$ cat src/rtl/alarm_minigame.sv
// alarm_minigame: "dial the digit" wake-up puzzle. The player must match
// ROUNDS consecutive random target digits, each within TIMEOUT_SEC seconds,
// before minigame_done pulses and the alarm can be silenced.
module alarm_minigame #(
  parameter int ROUNDS        = 3,
  parameter int TICKS_PER_SEC = 1000,
  parameter int TIMEOUT_SEC   = 9
) (
  input  logic       MCLK,
  input  logic       RESET,
  input  logic       start,
  input  logic       btn_up,
  input  logic       btn_confirm,
  output logic       busy,
  output logic [3:0] target,
  output logic [3:0] guess,
  output logic [2:0] round_cnt,
  output logic [3:0] time_left,
  output logic       wrong,
  output logic       minigame_done
);

  localparam int              PW        = (TICKS_PER_SEC > 1) ? $clog2(TICKS_PER_SEC) : 1;
  localparam logic [PW-1:0]   PRESC_MAX = PW'(TICKS_PER_SEC - 1);
  localparam logic [3:0]      TIME_INIT = 4'(TIMEOUT_SEC);
  localparam logic [2:0]      ROUNDS_W  = 3'(ROUNDS);
  localparam logic [7:0]      LFSR_SEED = 8'hA5;

  typedef enum logic [1:0] {
    IDLE = 2'd0,
    LOAD = 2'd1,
    PLAY = 2'd2,
    DONE = 2'd3
  } state_e;

  state_e        state_q, state_d;
  logic          start_q;              // start as seen last cycle, for edge detection
  logic [7:0]    lfsr_q, lfsr_d;
  logic [PW-1:0] presc_q, presc_d;
  logic [3:0]    target_q, target_d;
  logic [3:0]    guess_q, guess_d;
  logic [2:0]    round_q, round_d;
  logic [3:0]    time_q, time_d;
  logic          busy_q, busy_d;
  logic          wrong_q, wrong_d;
  logic          done_q, done_d;

  logic          tick_wrap;
  logic          start_rise;

  // Fold a 4-bit LFSR nibble into a decimal digit 0..9.
  function automatic logic [3:0] to_digit(input logic [3:0] d);
    return (d >= 4'd10) ? d - 4'd10 : d;
  endfunction

  assign tick_wrap  = (presc_q == PRESC_MAX);
  assign start_rise = start && !start_q;

  // State register and all datapath registers, synchronous active-low reset.
  always_ff @(posedge MCLK) begin
    // NOTE: non-blocking assignments keep every register sampling pre-edge values.
    if (!RESET) begin
      state_q  <= IDLE;
      start_q  <= 1'b0;
      lfsr_q   <= LFSR_SEED;
      presc_q  <= '0;
      target_q <= '0;
      guess_q  <= '0;
      round_q  <= '0;
      time_q   <= '0;
      busy_q   <= 1'b0;
      wrong_q  <= 1'b0;
      done_q   <= 1'b0;
    end else begin
      state_q  <= state_d;
      start_q  <= start;
      lfsr_q   <= lfsr_d;
      presc_q  <= presc_d;
      target_q <= target_d;
      guess_q  <= guess_d;
      round_q  <= round_d;
      time_q   <= time_d;
      busy_q   <= busy_d;
      wrong_q  <= wrong_d;
      done_q   <= done_d;
    end
  end

  // Next-state and datapath logic for the game FSM.
  always_comb begin
    // NOTE: every _d gets a default first so no path can infer a latch.
    state_d  = state_q;
    lfsr_d   = {lfsr_q[6:0], lfsr_q[7] ^ lfsr_q[5] ^ lfsr_q[4] ^ lfsr_q[3]};
    presc_d  = presc_q;
    target_d = target_q;
    guess_d  = guess_q;
    round_d  = round_q;
    time_d   = time_q;
    busy_d   = busy_q;
    wrong_d  = 1'b0;
    done_d   = 1'b0;

    unique case (state_q)
      IDLE: begin
        if (start_rise) state_d = LOAD;
      end

      LOAD: begin
        if (!start) begin
          // Alarm stage withdrew its enable: quietly abandon the game.
          state_d = IDLE;
          busy_d  = 1'b0;
          round_d = '0;
        end else begin
          target_d = to_digit(lfsr_q[3:0]);
          guess_d  = '0;
          time_d   = TIME_INIT;
          presc_d  = '0;
          busy_d   = 1'b1;
          state_d  = PLAY;
        end
      end

      PLAY: begin
        if (!start) begin
          state_d = IDLE;
          busy_d  = 1'b0;
          round_d = '0;
        end else if (btn_confirm) begin
          // Confirm wins over btn_up and over a coincident timeout; the
          // registered guess is what gets judged.
          if (guess_q == target_q) begin
            if (round_q + 3'd1 == ROUNDS_W) begin
              round_d = ROUNDS_W;
              done_d  = 1'b1;
              state_d = DONE;
            end else begin
              round_d = round_q + 3'd1;
              state_d = LOAD;
            end
          end else begin
            wrong_d = 1'b1;
            round_d = '0;
            state_d = LOAD;
          end
        end else begin
          if (btn_up) guess_d = (guess_q == 4'd9) ? 4'd0 : guess_q + 4'd1;
          if (tick_wrap) begin
            presc_d = '0;
            if (time_q == 4'd1) begin
              time_d  = '0;
              wrong_d = 1'b1;
              round_d = '0;
              state_d = LOAD;
            end else begin
              time_d = time_q - 4'd1;
            end
          end else begin
            presc_d = presc_q + 1'b1;
          end
        end
      end

      DONE: begin
        busy_d  = 1'b0;
        round_d = '0;
        state_d = IDLE;
      end

      default: state_d = IDLE;
    endcase
  end

  assign busy          = busy_q;
  assign target        = target_q;
  assign guess         = guess_q;
  assign round_cnt     = round_q;
  assign time_left     = time_q;
  assign wrong         = wrong_q;
  assign minigame_done = done_q;

endmodule

$ cat config.mk
export PLATFORM = sky130hd
export DESIGN_NAME = alarm_minigame
export DESIGN_NICKNAME = d
export VERILOG_FILES = /design/src/rtl/alarm_minigame.sv
export SDC_FILE = /design/constraint.sdc
export NUM_CORES = 1
export LEC_CHECK = 0
export CAP_MARGIN = 20
export CELL_PAD_IN_SITES_DETAIL_PLACEMENT = 2
export CELL_PAD_IN_SITES_GLOBAL_PLACEMENT = 2
export CORE_ASPECT_RATIO = 1.4
export CORE_MARGIN = 3
export CORE_UTILIZATION = 36
export DETAILED_ROUTE_END_ITERATION = 16
export PLACE_DENSITY_LB_ADDON = 0.2
export SETUP_SLACK_MARGIN = 0.4
export SYNTH_ARGS = -nofsm -noshare
export SYNTH_HDL_FRONTEND = slang
export SYNTH_SLANG_ARGS = --single-unit
$ cat constraint.sdc
create_clock -name MCLK -period 5.45 [get_ports MCLK]
set_input_delay 0.545 -clock MCLK [delete_from_list [all_inputs] [get_ports MCLK]]
set_output_delay 0.545 -clock MCLK [all_outputs]
set_load 0.05 [all_outputs]
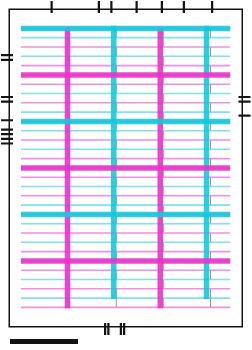
Figure 1: PDN straps and rails.
The bar under the picture is 20 um long. Pins as bars on the die edge. Tap cells in gray.
- VDD: cyan
- VSS: magenta
- rows: 30
- signal pins: 23
- met1 rails: 31
Core Region: 0.004992 mm2
Die Width: 67.73 um
Die H: 92.42 um
worst vdd ir: 189.6 uV

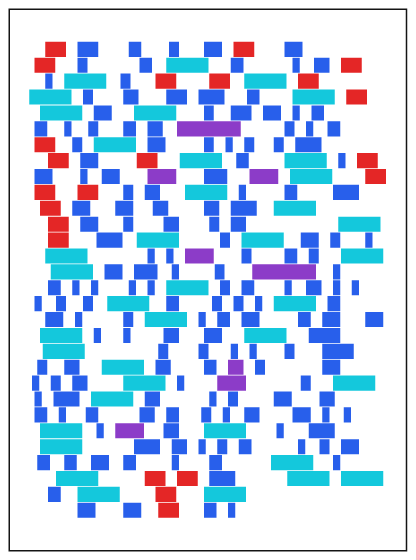
Figure 2: placement by cell class.
- flip-flops: cyan (cells 39; share of their area 35%)
- other buffers and delay cells: red (cells 22; share of their area 9.9%)
- all other logic: blue (cells 168; share of their area 49%)
- clock drivers and dummy loads: purple (cells 8; share of their area 6.2%)
fin area: 0.002295 mm2
# rows: 30
flop share of the area: 0.3402

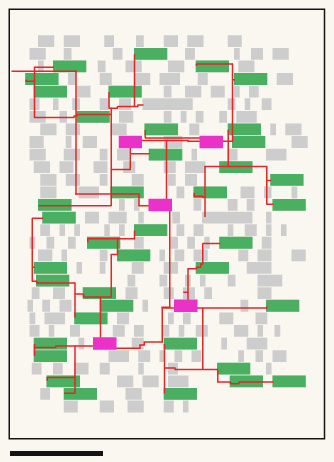
Figure 3: routed clock nets over the placement.
The bar under the picture is 20 um long.
- flip-flops: green (count 39)
- cells driving clock nets: magenta (count 5)
- clock wires: red (length 554 um)
- flops lie: widely spread
- routed clock nets: 6
Clk. pwr: 0.294 mW
clock share of power: 0.440
Insertion Delay late pin: 0.30 ns

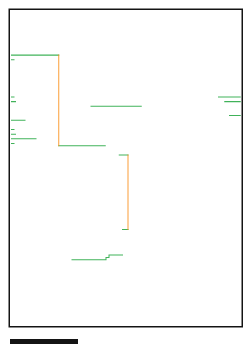
Figure 4: metal layers overlaid.
The bar under the picture is 20 um long. Two of the layers only.
- met4: orange (wire length 48.3 um)
- met3: green (wire length 92.5 um)
total track usage: 0.2046
final WL: 5754 um
routed length per instance: 19.12 um
via count: 1707

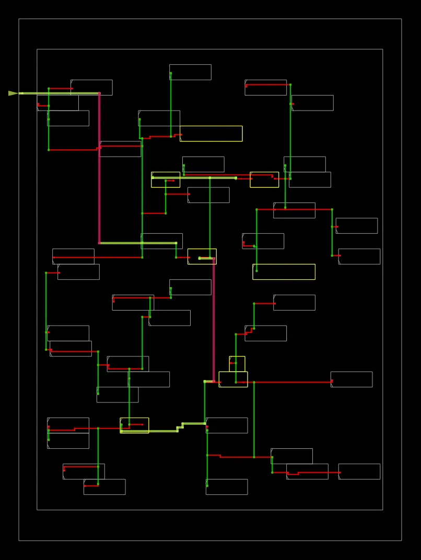
Figure 5: the clock network.
clock buffer count from CTS: 5
clk sink count: 39
seq_cells: 39
clock skew: 0.007127 ns
clock buf count: 5

==> out/results.tsv <==
stage	metric	value	unit
routing	ANT nets after route	0	
placed_design	Placer Congestion	0.7680	
finish	area grow syn2layout	19.48	%
die	tap cells	64	
finish	Fillers	536	
finish	non-clk buf share	0.09597	
synth	yosys cell count	218	
finish	Leading cell kind	combinational gates	
routing	wl on met1	2348	um
final_timing	Finish-stage setup viols	0	
flow_run	count of tool warnings	28	
finish	Reg area	780.7	um2
clock_tree	CTS Root Cell	clkbuf_8	
clock_tree	deepest clock path buffer count	2	
finish	Buffers, non-clock	22	
final_timing	Max Slew Vio Count	0	
global_routing	largest net degree at the start of global routing	19	
placed_design	# port buffers	22	
setup_path	crit-path max cell delay	0.82	ns
hold_path	worst min path class	reg -> reg	
run_status	status	finished clean	
routing	routed length on met2	3265	um
setup_path	worst-path fanout max	18	
synth	yosys warns	0	
setup_path	CP endpoint	round_cnt[1]$_SDFFE_PN0P_	
clock_tree	post-CTS setup buffers	0	
synth	mux frac, synth	0.01042	
synth	post-synthesis cell count	218	
placed_design	dpl hpwl	4067	um
finish	Commonest Layout Cell	dfxtp_1	
finish	commonest non-fill, non-tap cells in the layout	39 x dfxtp_1, 22 x clkdlybuf4s50_1, 21 x nor2_1, 14 x a21oi_1	
setup_path	CP endpoint kind	flop	
finish	MI comb cells	155	
routing	Starting DRT DRC Count	35	
## synthesized netlist by cell type, types with 2 or more instances
| master | n | share of area |
|---|---|---|
| dfxtp_1 | 39 | 0.41 |
| nor2_1 | 21 | 0.041 |
| a21oi_1 | 14 | 0.036 |
| inv_1 | 12 | 0.023 |
| nand3_1 | 12 | 0.031 |
| nand2_1 | 10 | 0.020 |
| xor2_1 | 8 | 0.036 |
| xnor2_1 | 7 | 0.032 |
| clkbuf_1 | 6 | 0.012 |
| ha_1 | 6 | 0.039 |
| and2_1 | 5 | 0.016 |
| nor2b_1 | 5 | 0.016 |
| o21ai_0 | 5 | 0.013 |
| a31oi_1 | 4 | 0.013 |
| nand2b_1 | 4 | 0.013 |
| nor3_1 | 4 | 0.010 |
| o2111ai_1 | 4 | 0.018 |
| a211oi_1 | 3 | 0.012 |
| nand4_1 | 3 | 0.0098 |
| nor3b_1 | 3 | 0.012 |
| o211ai_1 | 3 | 0.012 |
| o22ai_1 | 3 | 0.0098 |
| o31ai_1 | 3 | 0.012 |
| a2111oi_2 | 2 | 0.016 |
| a311oi_1 | 2 | 0.0091 |
| and3_1 | 2 | 0.0065 |
| buf_2 | 2 | 0.0052 |
| buf_6 | 2 | 0.012 |
| mux2i_1 | 2 | 0.010 |
| nand3b_1 | 2 | 0.0078 |
| o21a_1 | 2 | 0.0078 |
| or3_1 | 2 | 0.0065 |
| or4_1 | 2 | 0.0078 |
## report_power, final
part / internal [mW] / switching [mW]
Combinational: 0.0249 / 0.0434
Sequential: 0.295 / 0.0114
Clock: 0.183 / 0.111
Total: 0.502 / 0.166
## worst max-delay path: cells and delay by family
| family | cells | cell delay, ns |
|---|---|---|
| buf+inv | 2 | 1.46 |
| simple gates | 2 | 0.68 |
| compound gates | 1 | 0.15 |
## registers in the layout, summed over array words and instances, names as in the netlist
name / flops
presc_q: 10
wrong: 1
guess: 4
round_cnt: 3
state_q: 2
busy: 1
start_q: 1
minigame_done: 1
time_left: 4
lfsr_q: 8
target: 4
## logic make-up after synthesis
kind of cell / Yosys count
XOR/XNOR: 15
adder cells (fa/ha/maj): 6
AND/OR/NAND/NOR: 82
buffers and inverters: 24
multiplexers: 2
AND-OR/OR-AND: 50
flip-flops: 39
## worst min path at each step
| stage | from | to | depth (start not counted) | slack, ns |
|---|---|---|---|---|
| 6_report | lfsr_q[6]$_SDFF_PN0_ | lfsr_q[7]$_SDFF_PN1_ | 1 | 0.44 |
| 5_1_grt | lfsr_q[6]$_SDFF_PN0_ | lfsr_q[7]$_SDFF_PN1_ | 1 | 0.48 |
| 4_1_cts | lfsr_q[6]$_SDFF_PN0_ | lfsr_q[7]$_SDFF_PN1_ | 1 | 0.44 |
| 3_5_place_dp | lfsr_q[6]$_SDFF_PN0_ | lfsr_q[7]$_SDFF_PN1_ | 1 | 0.42 |
| 3_3_place_gp | lfsr_q[6]$_SDFF_PN0_ | lfsr_q[7]$_SDFF_PN1_ | 1 | 0.40 |
| 2_1_floorplan | lfsr_q[6]$_SDFF_PN0_ | lfsr_q[7]$_SDFF_PN1_ | 1 | 0.39 |
Power figures rest on the tool's default switching activity, not on a simulated workload.
